==> images/flops_by_reg.png <==
Bar = 10 um. Other sequential cells in the stronger grey, the rest of the logic in the fainter grey.
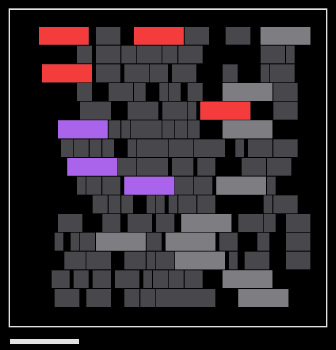
==> images/layer_met2.png <==
Bar = 10 um.
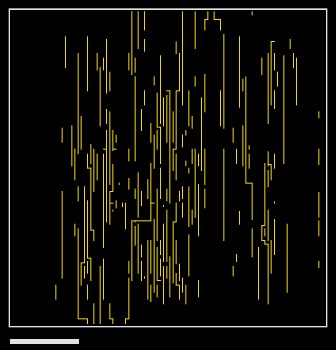
==> images/layer_met3.png <==
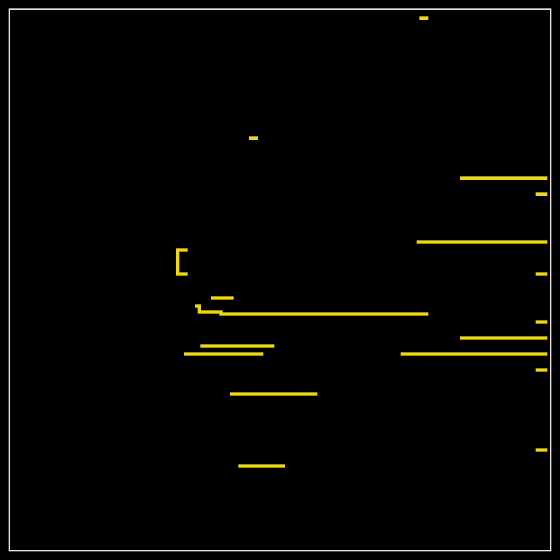
[config.mk]
export PLATFORM = sky130hd
export DESIGN_NAME = bw_io_dq_bscan_seq
export DESIGN_NICKNAME = d
export VERILOG_FILES = /design/src/rtl/bw_io_dq_bscan_seq.sv
export SDC_FILE = /design/constraint.sdc
export NUM_CORES = 1
export LEC_CHECK = 0
export CAP_MARGIN = 20
export CORE_MARGIN = 2
export CORE_UTILIZATION = 51
export DETAILED_ROUTE_END_ITERATION = 16
export HOLD_SLACK_MARGIN = 0.06
export PLACE_DENSITY = 0.82
export REMOVE_ABC_BUFFERS = 1
export SETUP_SLACK_MARGIN = 0.02
export SYNTH_ARGS = -nofsm -noshare
export SYNTH_HDL_FRONTEND = slang
export SYNTH_SLANG_ARGS = --single-unit
[constraint.sdc]
create_clock -name clk -period 3.3 [get_ports clk]
set_clock_uncertainty 0.15 [all_clocks]
set_input_delay 0.66 -clock clk [delete_from_list [all_inputs] [get_ports clk]]
set_output_delay 0.66 -clock clk [all_outputs]
set_load 0.03 [all_outputs]
[src/rtl/bw_io_dq_bscan_seq.sv]
// Boundary-scan DR sequencer for a DQ pad bscan chain: capture, shift, update.
// Optional BW_IO_BSCAN_SEQ_HIZ_GUARD_EN holds hiz_l low during capture/shift in extest.
module bw_io_dq_bscan_seq #(
    parameter int unsigned CHAIN_LEN = 4,
    parameter int unsigned HALF      = 1
) (
    input  logic                 clk,
    input  logic                 rst,
    input  logic                 req,
    input  logic                 req_mode,
    input  logic                 req_hiz_l,
    input  logic [CHAIN_LEN-1:0] req_data,
    input  logic                 bso,
    output logic                 busy,
    output logic                 done,
    output logic [CHAIN_LEN-1:0] rd_data,
    output logic                 shift_dr,
    output logic                 clock_dr,
    output logic                 update_dr,
    output logic                 mode_ctrl,
    output logic                 hiz_l,
    output logic                 bsi
);

    localparam int unsigned CW = $clog2(CHAIN_LEN + 1);
    localparam int unsigned PW = (HALF > 1) ? $clog2(2 * HALF) : 1;

    typedef enum logic [2:0] {
        S_IDLE,
        S_CAPTURE,
        S_SHIFT,
        S_UPDATE,
        S_DONE
    } state_t;

    state_t                 state_q, state_d;
    logic [PW-1:0]          ph_q, ph_d;
    logic [CW-1:0]          cnt_q, cnt_d;
    logic [CHAIN_LEN-1:0]   data_q, data_d;
    logic [CHAIN_LEN-1:0]   rd_q, rd_d;
    logic                   mode_q, mode_d;
    logic                   hiz_q, hiz_d;

    logic                   last_low;
    logic                   pulse_end;
    logic                   in_pulse_state;

    always_ff @(posedge clk) begin
        if (rst) begin
            state_q <= S_IDLE;
            ph_q    <= '0;
            cnt_q   <= '0;
            data_q  <= '0;
            rd_q    <= '0;
            mode_q  <= 1'b0;
            hiz_q   <= 1'b1;
        end else begin
            state_q <= state_d;
            ph_q    <= ph_d;
            cnt_q   <= cnt_d;
            data_q  <= data_d;
            rd_q    <= rd_d;
            mode_q  <= mode_d;
            hiz_q   <= hiz_d;
        end
    end

    assign last_low  = (ph_q == PW'(HALF - 1));
    assign pulse_end = (ph_q == PW'(2 * HALF - 1));

    always_comb begin
        state_d = state_q;
        ph_d    = ph_q;
        cnt_d   = cnt_q;
        data_d  = data_q;
        rd_d    = rd_q;
        mode_d  = mode_q;
        hiz_d   = hiz_q;

        unique case (state_q)
            S_IDLE: begin
                if (req) begin
                    data_d  = req_data;
                    mode_d  = req_mode;
                    hiz_d   = req_hiz_l;
                    ph_d    = '0;
                    cnt_d   = '0;
                    state_d = S_CAPTURE;
                end
            end
            S_CAPTURE: begin
                ph_d = pulse_end ? '0 : ph_q + PW'(1);
                if (pulse_end) begin
                    state_d = S_SHIFT;
                end
            end
            S_SHIFT: begin
                // bso is stable by the last low cycle, one clk before clock_dr rises
                if (last_low) begin
                    for (int unsigned k = 0; k < CHAIN_LEN; k++) begin
                        if (cnt_q == CW'(k)) begin
                            rd_d[k] = bso;
                        end
                    end
                end
                ph_d = pulse_end ? '0 : ph_q + PW'(1);
                if (pulse_end) begin
                    cnt_d = cnt_q + CW'(1);
                    if (cnt_d == CW'(CHAIN_LEN)) begin
                        state_d = S_UPDATE;
                    end
                end
            end
            S_UPDATE: begin
                ph_d = last_low ? '0 : ph_q + PW'(1);
                if (last_low) begin
                    state_d = S_DONE;
                end
            end
            S_DONE: begin
                state_d = S_IDLE;
            end
            default: begin
                state_d = S_IDLE;
            end
        endcase
    end

    always_comb begin
        in_pulse_state = (state_q == S_CAPTURE) || (state_q == S_SHIFT);
        busy      = (state_q != S_IDLE);
        done      = (state_q == S_DONE);
        shift_dr  = (state_q == S_SHIFT);
        update_dr = (state_q == S_UPDATE);
        clock_dr  = in_pulse_state && (ph_q >= PW'(HALF));
        mode_ctrl = mode_q;
        rd_data   = rd_q;
        bsi       = 1'b0;
        if (state_q == S_SHIFT) begin
            for (int unsigned k = 0; k < CHAIN_LEN; k++) begin
                if (cnt_q == CW'(k)) begin
                    bsi = data_q[k];
                end
            end
        end
`ifdef BW_IO_BSCAN_SEQ_HIZ_GUARD_EN
        hiz_l = (in_pulse_state && mode_q) ? 1'b0 : hiz_q;
`else
        hiz_l = hiz_q;
`endif
    end

endmodule
==> run_results.csv <==
group,metric,value,unit
place,dp_hpwl,1340,um
sta,timing.fmax,0.328,GHz
worst_setup_path,max_stage_delay,0.67,ns
grt,antenna_found_initial,0,
floorplan,ios,22,
place,placed_area,0.00113,mm^2
floorplan,coreArea,0.00169,mm^2
grt,grt_use_met3,5.16,%
sta,rsz0062_at_grt,"no",
yosys,edf_count,0,
sta,drv_slew,0,
sta,slew_headroom,58.5,%
floorplan,fp_util,53.0,%
worst_setup_path,worst-endpoint-required,2.49,ns
cts,cts_buffer_depth,2,
routing,viasPerCell,5.64,
yosys,yosysCellCount,98,
cts,clock-root-buffer,"clkbuf_4",
outcome,status,"completed",
sta,layout_setup_ws,0.248,ns
sta,hold_viol,0,
floorplan,row_count,15,
grt,grtUsageTotal,19.5,%
sta,post-route-period-util,92.5,%
yosys,synth.area.mux_share,11.2,%
cts,postCtsHoldBufs,0,
yosys,yosys.area_share.aoi,10.9,%
layout,post-route-util,68.2,%
worst_setup_path,arrival,2.24,ns
grt,grt_pass1_vias,662,
yosys,synthXorXnorAreaFrac,0.978,%
worst_setup_path,start_kind,"flop",
yosys,avgSynthCellArea,9.14,um^2
layout,antenna_cells,0,
cts,cts_tree,"done",
routing,avgRoutedWirePerCell,13.2,um
grt,grt_overflow,0,
cts,post_cts_buffers,0,
yosys,yosysUniqueCellTypes,31,
run,drv_cap,0,
layout,areaGrowthSynthToFinish,28.6,%
layout,nNetsFinal,137,
yosys,synth_area,896,um^2
routing,final_antenna_net_count,0,
floorplan,die_h,45.9,um
yosys,synth-simple-area-share,26.5,%
cts,cts_resized,0,
power_and_ir_drop,p_total,415,uW
yosys,ys_ff,17,
routing,drtPass1Iterations,4,
power_and_ir_drop,power_density,360,mW/mm^2
worst_setup_path,path_class,"flop to output pin",
layout,logic_area,507,um^2
place,pre_cts_slack,0.598,ns
sta,setup_tns,0,ns
cts,cts_made_buffers,3,
yosys,synthArstFlopShare,0,%
layout,flop_area,340,um^2
sta,tightest_slew,0.620,ns
grt,grt_pass1_wl,2880,um
yosys,synthCells,98,
sta,setup_viol,0,
worst_setup_path,path_cells,"inv_1 > ha_1 > nor2b_1 > nor4b_1 > a32o_1 > clkdlybuf4s50_1",
power_and_ir_drop,p_leak,0.441,nW
worst_setup_path,cp_max_fo,4,
grt,grt_max_degree,20,
worst_setup_path,worstSetupEndpointType,"output pin",
worst_setup_path,crit_buf_inv,2,
worst_setup_path,crit_family,"buffers and inverters",
layout,drive_above_1_share,8.26,%
run,warnings,28,
About flops_by_reg.png:
Key: cnt_q = purple [sequential cells 3]; rd_data = red [sequential cells 4]

About layer_met2.png:
The wires run mostly vertical. The layer holds 47% of the routed length. 119 nets have wire on it. The layer carries 849 um of wire. The longest straight run is 16.3 um.
drt total wl: 1820 um
GR met2 Demand/Resource: 30.3%
via count: 779

About layer_met3.png:
The longest straight run is 17.5 um. The wires run mostly horizontal. 15 nets have wire on it. The layer carries 89.7 um of wire.

==> worst reg2reg max path, stage by stage, from the launching register on <==
cell and delay [ns]:
dfxtp_1 0.35, ha_1 0.20, ha_1 0.27, or4_1 0.50, a21oi_1 0.14
==> flip-flops by register name (all words and copies together) (netlist names) <==
signal,cells
state_q,3
cnt_q,3
rd_data,4
ph_q,1
hiz_l,1
mode_ctrl,1
data_q,4
==> cells in the mapped netlist (all sizes together) (3+ instances only) <==
library cell | instances | area share [%]
nor4b | 3 | 4.6
nor3b | 3 | 3.1
ha | 5 | 7.0
dfxtp | 17 | 38
nand2b | 7 | 4.9
a21oi | 5 | 2.8
nand3 | 3 | 1.7
nand2 | 4 | 1.7
mux2i | 10 | 11
inv | 4 | 2.0
o21ai | 4 | 2.2
clkbuf | 4 | 1.7
nor2 | 10 | 4.2
==> final cells by class <==
class / count / area share, %
clock buffers: 4 / 2.28
inverters: 4 / 1.52
multi-input cells: 71 / 44.0
flip-flops and latches: 17 / 29.5
well taps: 17 / 1.85
repair buffers: 25 / 20.8
==> layer usage <==
layer	vias to the layer above	routed length [um]
met5	-	0
met2	22	848
li1	397	-
met1	355	833
met4	0	48
met3	5	89
==> where the power goes <==
part	total [mW]	switching, mW	internal [mW]
Combinational	0.0785	0.0394	0.0391
Sequential	0.222	0.00813	0.214
Clock	0.115	0.0675	0.0472
Total	0.415	0.115	0.300
==> kinds of logic after synthesis <==
group	count (synthesis)
AND/OR/NAND/NOR	39
flip-flops	17
AND-OR/OR-AND	16
buffers and inverters	10
multiplexers	10
adder cells (fa/ha/maj)	5
XOR/XNOR	1
==> stage by stage <==
| step | instances | hold slack, ns |
|---|---|---|
| global placement | 134 | 0.315 |
| CTS | 138 | 0.332 |
| floorplan | 92 | 0.310 |
| global route | 138 | 0.359 |
| detailed placement | 134 | 0.316 |
| finish | 138 | 0.329 |
==> final timing paths <==
path                    from         end  slack, ns  depth (start not counted)
setup / recovery    cnt_q[0]         bsi       0.25                          6
hold / removal    rd_data[2]  rd_data[2]       0.33                          2
setup reg to reg    cnt_q[0]    cnt_q[2]       1.60                          4
hold reg to reg   rd_data[2]  rd_data[2]       0.33                          2
No activity file was given, so power comes from the tool's default toggle rates.
